## src/rtl/dht11_pkg.sv

```systemverilog
// Shared definitions for the DHT11 read controller: FSM states, error codes,
// frame byte positions and the millisecond-to-cycle conversion.
package dht11_pkg;

  typedef enum logic [2:0] {
    ESPERA_INTERVALO = 3'd0,
    OCIOSO           = 3'd1,
    HABILITA         = 3'd2,
    AGUARDA_DONE     = 3'd3,
    VERIFICA         = 3'd4,
    FALHA            = 3'd5,
    LIBERA           = 3'd6
  } estado_t;

  localparam logic [1:0] ERRO_OK       = 2'd0;
  localparam logic [1:0] ERRO_SENSOR   = 2'd1;
  localparam logic [1:0] ERRO_CHECKSUM = 2'd2;
  localparam logic [1:0] ERRO_WATCHDOG = 2'd3;

  // LSB position of each byte inside the 40-bit frame
  localparam int POS_UMID_INT = 32;
  localparam int POS_UMID_DEC = 24;
  localparam int POS_TEMP_INT = 16;
  localparam int POS_TEMP_DEC = 8;
  localparam int POS_CHECKSUM = 0;

  function automatic int unsigned ms_para_ciclos(input int unsigned freq_hz,
                                                 input int unsigned ms);
    return (freq_hz / 1000) * ms;
  endfunction

endpackage

```

## src/rtl/sincronizador_2ff.sv

```systemverilog
// Two-flop synchronizer for a single asynchronous control bit; resets to 0.
module sincronizador_2ff (
  input  logic clock,
  input  logic reset_n,
  input  logic d_i,
  output logic q_o
);

  logic meta_q;
  logic sinc_q;

  // Shift the asynchronous input through two flops
  always_ff @(posedge clock or negedge reset_n) begin
    // NOTE: flops are written with <= so every register samples pre-edge values.
    if (!reset_n) begin
      meta_q <= 1'b0;
      sinc_q <= 1'b0;
    end else begin
      meta_q <= d_i;
      sinc_q <= meta_q;
    end
  end

  assign q_o = sinc_q;

endmodule

```

## src/rtl/controlador_leitura_dht11.sv

```systemverilog
// DHT11 read sequencer: accepts host requests, pulses the receiver enable,
// checks the frame checksum, retries failed attempts and enforces the sensor's
// minimum interval between reads. Optional diagnostic failure counters are
// compiled in when DHT11_DIAG_EN is defined.
module controlador_leitura_dht11
  import dht11_pkg::*;
#(
  parameter int unsigned CLK_FREQ_HZ         = 50_000_000,
  parameter int unsigned INTERVALO_MIN_MS    = 2000,
  parameter int unsigned TIMEOUT_MS          = 100,
  parameter int unsigned MAX_TENTATIVAS      = 3,
  parameter int unsigned CICLOS_ENABLE_BAIXO = 200
) (
  input  logic        clock,
  input  logic        reset_n,
  input  logic        requisicao,
  output logic        ocupado,
  output logic        enable_sensor,
  input  logic [39:0] dados_sensor,
  input  logic        erro_sensor,
  input  logic        done_sensor,
  output logic [7:0]  umidade_int,
  output logic [7:0]  umidade_dec,
  output logic [7:0]  temperatura_int,
  output logic [7:0]  temperatura_dec,
  output logic        valido,
  output logic [1:0]  codigo_erro
`ifdef DHT11_DIAG_EN
  ,
  output logic [15:0] cont_falha_checksum,
  output logic [15:0] cont_falha_sensor
`endif
);

  localparam int unsigned N_INTERVALO = ms_para_ciclos(CLK_FREQ_HZ, INTERVALO_MIN_MS);
  localparam int unsigned N_TIMEOUT   = ms_para_ciclos(CLK_FREQ_HZ, TIMEOUT_MS);
  localparam int unsigned N_LIBERA    = CICLOS_ENABLE_BAIXO;

  logic done_s, erro_s;

  sincronizador_2ff u_sinc_done (
    .clock   (clock),
    .reset_n (reset_n),
    .d_i     (done_sensor),
    .q_o     (done_s)
  );

  sincronizador_2ff u_sinc_erro (
    .clock   (clock),
    .reset_n (reset_n),
    .d_i     (erro_sensor),
    .q_o     (erro_s)
  );

  estado_t     estado_q, estado_d;
  logic [31:0] cont_q, cont_d;
  logic [7:0]  tentativas_q, tentativas_d;
  logic [39:0] quadro_q, quadro_d;
  logic [1:0]  codigo_tent_q, codigo_tent_d;
  logic [1:0]  codigo_erro_q, codigo_erro_d;
  logic        conclusao_q, conclusao_d;
  logic        ocupado_q, ocupado_d;
  logic [7:0]  umid_int_q, umid_int_d, umid_dec_q, umid_dec_d;
  logic [7:0]  temp_int_q, temp_int_d, temp_dec_q, temp_dec_d;

  logic       fim_intervalo, fim_watchdog, fim_libera, checksum_ok;
  logic [7:0] soma;

  // One shared counter times the interval, the watchdog and the enable-low hold
  assign fim_intervalo = (cont_q == 32'(N_INTERVALO - 1));
  assign fim_watchdog  = (cont_q == 32'(N_TIMEOUT - 1));
  assign fim_libera    = (cont_q == 32'(N_LIBERA - 1));

  assign soma = quadro_q[POS_UMID_INT +: 8] + quadro_q[POS_UMID_DEC +: 8]
              + quadro_q[POS_TEMP_INT +: 8] + quadro_q[POS_TEMP_DEC +: 8];
  assign checksum_ok = (soma == quadro_q[POS_CHECKSUM +: 8]);

  // State register; reset lands in the interval wait so the sensor can settle
  always_ff @(posedge clock or negedge reset_n) begin
    if (!reset_n) estado_q <= ESPERA_INTERVALO;
    else          estado_q <= estado_d;
  end

  // Next-state decision
  always_comb begin
    // NOTE: default assignment first so no path leaves estado_d unassigned (no latch).
    estado_d = estado_q;
    case (estado_q)
      ESPERA_INTERVALO: if (fim_intervalo)
                          estado_d = (tentativas_q == 8'd0) ? OCIOSO : HABILITA;
      OCIOSO:           if (requisicao) estado_d = HABILITA;
      HABILITA:         estado_d = AGUARDA_DONE;
      AGUARDA_DONE:     if (done_s)            estado_d = erro_s ? FALHA : VERIFICA;
                        else if (fim_watchdog) estado_d = FALHA;
      VERIFICA:         estado_d = checksum_ok ? LIBERA : FALHA;
      FALHA:            estado_d = LIBERA;
      LIBERA:           if (fim_libera) estado_d = ESPERA_INTERVALO;
      default:          estado_d = ESPERA_INTERVALO;
    endcase
  end

  // Outputs decoded from state; enable falls with reset since estado_q resets
  always_comb begin
    enable_sensor = 1'b0;
    valido        = 1'b0;
    case (estado_q)
      HABILITA, AGUARDA_DONE, VERIFICA, FALHA: enable_sensor = 1'b1;
      LIBERA:  valido = conclusao_q && fim_libera;
      default: ;
    endcase
  end

  // Datapath next values: counters, attempts, captured frame, results
  always_comb begin
    cont_d        = (estado_d != estado_q) ? 32'd0 : cont_q + 32'd1;
    tentativas_d  = tentativas_q;
    quadro_d      = quadro_q;
    codigo_tent_d = codigo_tent_q;
    codigo_erro_d = codigo_erro_q;
    conclusao_d   = conclusao_q;
    ocupado_d     = ocupado_q;
    umid_int_d    = umid_int_q;
    umid_dec_d    = umid_dec_q;
    temp_int_d    = temp_int_q;
    temp_dec_d    = temp_dec_q;
    case (estado_q)
      OCIOSO: if (requisicao) begin
        ocupado_d    = 1'b1;
        tentativas_d = 8'd1;
      end
      AGUARDA_DONE: begin
        // The receiver holds its frame until enable falls, so a raw capture is safe
        if (done_s) begin
          quadro_d = dados_sensor;
          if (erro_s) codigo_tent_d = ERRO_SENSOR;
        end else if (fim_watchdog) begin
          codigo_tent_d = ERRO_WATCHDOG;
        end
      end
      VERIFICA: if (checksum_ok) begin
        umid_int_d    = quadro_q[POS_UMID_INT +: 8];
        umid_dec_d    = quadro_q[POS_UMID_DEC +: 8];
        temp_int_d    = quadro_q[POS_TEMP_INT +: 8];
        temp_dec_d    = quadro_q[POS_TEMP_DEC +: 8];
        codigo_erro_d = ERRO_OK;
        conclusao_d   = 1'b1;
      end else begin
        codigo_tent_d = ERRO_CHECKSUM;
      end
      FALHA: if (tentativas_q < 8'(MAX_TENTATIVAS)) begin
        tentativas_d = tentativas_q + 8'd1;
        conclusao_d  = 1'b0;
      end else begin
        conclusao_d   = 1'b1;
        codigo_erro_d = codigo_tent_q;
      end
      LIBERA: if (fim_libera && conclusao_q) begin
        ocupado_d    = 1'b0;
        tentativas_d = 8'd0;
        conclusao_d  = 1'b0;
      end
      default: ;
    endcase
  end

  // Datapath registers; everything clears on reset, including the good values
  always_ff @(posedge clock or negedge reset_n) begin
    if (!reset_n) begin
      cont_q        <= '0;
      tentativas_q  <= '0;
      quadro_q      <= '0;
      codigo_tent_q <= ERRO_OK;
      codigo_erro_q <= ERRO_OK;
      conclusao_q   <= 1'b0;
      ocupado_q     <= 1'b0;
      umid_int_q    <= '0;
      umid_dec_q    <= '0;
      temp_int_q    <= '0;
      temp_dec_q    <= '0;
    end else begin
      cont_q        <= cont_d;
      tentativas_q  <= tentativas_d;
      quadro_q      <= quadro_d;
      codigo_tent_q <= codigo_tent_d;
      codigo_erro_q <= codigo_erro_d;
      conclusao_q   <= conclusao_d;
      ocupado_q     <= ocupado_d;
      umid_int_q    <= umid_int_d;
      umid_dec_q    <= umid_dec_d;
      temp_int_q    <= temp_int_d;
      temp_dec_q    <= temp_dec_d;
    end
  end

  assign ocupado         = ocupado_q;
  assign codigo_erro     = codigo_erro_q;
  assign umidade_int     = umid_int_q;
  assign umidade_dec     = umid_dec_q;
  assign temperatura_int = temp_int_q;
  assign temperatura_dec = temp_dec_q;

`ifdef DHT11_DIAG_EN
  logic [15:0] cont_cs_q, cont_sens_q;

  // Saturating per-cause failure counters, one step per failed attempt
  always_ff @(posedge clock or negedge reset_n) begin
    if (!reset_n) begin
      cont_cs_q   <= '0;
      cont_sens_q <= '0;
    end else if (estado_q == FALHA) begin
      if (codigo_tent_q == ERRO_CHECKSUM) begin
        if (cont_cs_q != 16'hFFFF) cont_cs_q <= cont_cs_q + 16'd1;
      end else begin
        if (cont_sens_q != 16'hFFFF) cont_sens_q <= cont_sens_q + 16'd1;
      end
    end
  end

  assign cont_falha_checksum = cont_cs_q;
  assign cont_falha_sensor   = cont_sens_q;
`endif

endmodule
```

## config.mk

```make
export PLATFORM = sky130hd
export DESIGN_NAME = controlador_leitura_dht11
export DESIGN_NICKNAME = d
export VERILOG_FILES = /design/src/rtl/dht11_pkg.sv /design/src/rtl/sincronizador_2ff.sv /design/src/rtl/controlador_leitura_dht11.sv
export SDC_FILE = /design/constraint.sdc
export NUM_CORES = 1
export LEC_CHECK = 0
export ABC_AREA = 1
export CORE_UTILIZATION = 54
export CTS_BUF_LIST = sky130_fd_sc_hd__clkbuf_16
export CTS_CLUSTER_SIZE = 28
export DETAILED_ROUTE_END_ITERATION = 12
export GPL_TIMING_DRIVEN = 0
export PLACE_DENSITY = 0.78
export SYNTH_ARGS = -nofsm -noshare
export SYNTH_HDL_FRONTEND = slang
export SYNTH_HIERARCHICAL = 1
export SYNTH_SLANG_ARGS = --single-unit
```

## constraint.sdc

```tcl
create_clock -name clock -period 6.15 [get_ports clock]
set_input_delay 1.23 -clock clock [delete_from_list [all_inputs] [get_ports clock]]
set_output_delay 1.23 -clock clock [all_outputs]
set_load 0.01 [all_outputs]
```

### Logic cells by family

Drawn at 4 px/um.
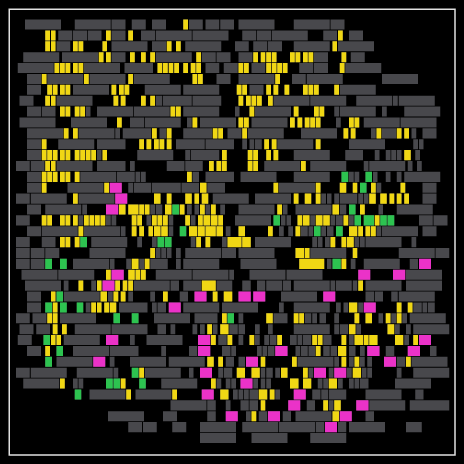
Key: NAND gates = yellow [cells 336, where spread over the die]; XOR/XNOR gates = magenta [cells 36]; inverting AOI/OAI gates = green [cells 34]

### Metal layers overlaid

Drawn at 3 px/um. Only two layers are drawn.
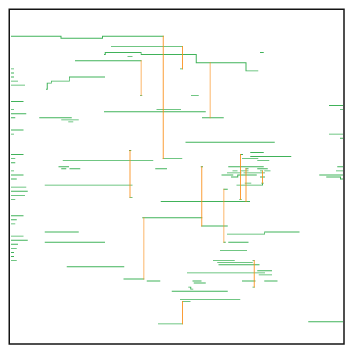
Key: met4 = orange [wire length 198 um]; met3 = green [wire length 847 um]

==> impl_metrics.tcl <==
# yosys + openroad results
set metrics [dict create \
    buffers 103 \
    insertedDiodeCount 0 \
    violations "DRC" \
    r2r-end "temperatura_dec[3]$_DFFE_PN0P_" \
    ys_seq_frac 0.487 \
    synth_top_cell_by_count "nand2_1" \
    crit_end "temperatura_dec[3]$_DFFE_PN0P_" \
    path_depth 16 \
    crit_required_ps 6500 \
    setup_viol 0 \
    logic_area_um2 2890 \
    final-clk-cell-share 0.0594 \
    worstPathCellList "fa_1, inv_1, fa_1, inv_1, ha_1, fa_1, xnor2_1, nand3_1, nor2_1, nand2_1, nor3_2, nand3_2, inv_1, buf_2, nand2_1, nand2_1" \
    grt_pass1_wl_mm 24.8 \
    dp_hpwl_mm 10.9 \
    grt_pass1_vias 5307 \
    largest_reg_flops 40 \
    io_pins 82 \
    largest_class "flip-flops and latches" \
    critPathBufInv 4 \
    crit_family "adder cells" \
    holdPathEnd "u_sinc_erro/q_o$_DFF_PN0_" \
    p_leak_nw 3.84 \
    setup.worst_path.class "register to register" \
    tightest_slew_ps 682 \
    cts_root_buffer "clkbuf_16" \
    cts.reportedPaths.clkPinSlew_ps 50 \
    route.detailed.drc 2 \
    cp_slowest_cell "fa_1" \
    cts_setup_buffers 0 \
    grt_use_total 0.258 \
    top_regs "quadro_q: 40 flops, cont_q: 32 flops" \
    first_iter_violations 448 \
    status "complete, but fails checks" \
    cts_tree "built" \
    rsz0062_at_grt "false" \
    taps 143 \
    netlist.top_cell.by_area "dfrtp_1" \
    fp_nets 848 \
]
-- logic make-up after synthesis --
family	share of synthesized area
simple gates	0.310
flops	0.487
buf+inv	0.0641
xor+xnor	0.0491
compound gates	0.0271
fa+ha+maj	0.0631
-- metrics by stage --
| step | setup slack (ps) | setup TNS, ps | hold WS (ps) |
|---|---|---|---|
| floorplan | 2710 | 0 | 331 |
| global placement | -840 | -103650 | 340 |
| detailed placement | 2310 | 0 | 342 |
| CTS | 2300 | 0 | 356 |
| global route | 2030 | 0 | 365 |
| finish | 2310 | 0 | 354 |
-- metal layers --
metal / GRT usage / vias up / wire length [um]
met5: 0 / - / 0
met4: 0.0865 / 0 / 197
met3: 0.0672 / 27 / 846
met2: 0.421 / 178 / 7130
met1: 0.335 / 2571 / 6600
li1: - / 2612 / -
-- power breakdown --
part	internal [mW]	leakage (nW)	switching [mW]
Combinational	1.04	1.94	1.52
Sequential	1.05	1.64	0.203
Clock	0.488	0.256	0.324
Total	2.58	3.84	2.05
-- placed cells by master (no fill, tap or decap) --
master           synthesis  final
nand2_2                  4      4
clkdlybuf4s50_1          0     80
xnor2_1                 15     15
nor3_2                   2      2
clkbuf_16                0     17
inv_2                    1      1
or3_1                    1      1
clkinv_2                 0      3
nor3_4                   1      1
buf_6                    3      4
inv_1                   80     86
clkbuf_1                13     13
o21ai_0                 26     26
dfrtp_1                125    125
nand3_4                  1      1
a31oi_1                  1      1
or2_0                    1      1
ha_1                    10     10
nand3_1                 35     35
nand3_2                  2      2
nand4_1                 15     15
xor2_1                  21     21
buf_16                   0      1
nand3b_1                 2      2
nand2_1                277    277
nor2_2                  31     31
nor4_2                   1      1
a21oi_1                  6      6
nor4_1                   3      3
clkinv_1                 0      2
nor2_1                  64     64
o211ai_1                 1      1
fa_1                    14     14
buf_2                    5      5
nor3_1                  18     18
No activity file was given, so power comes from the tool's default toggle rates.
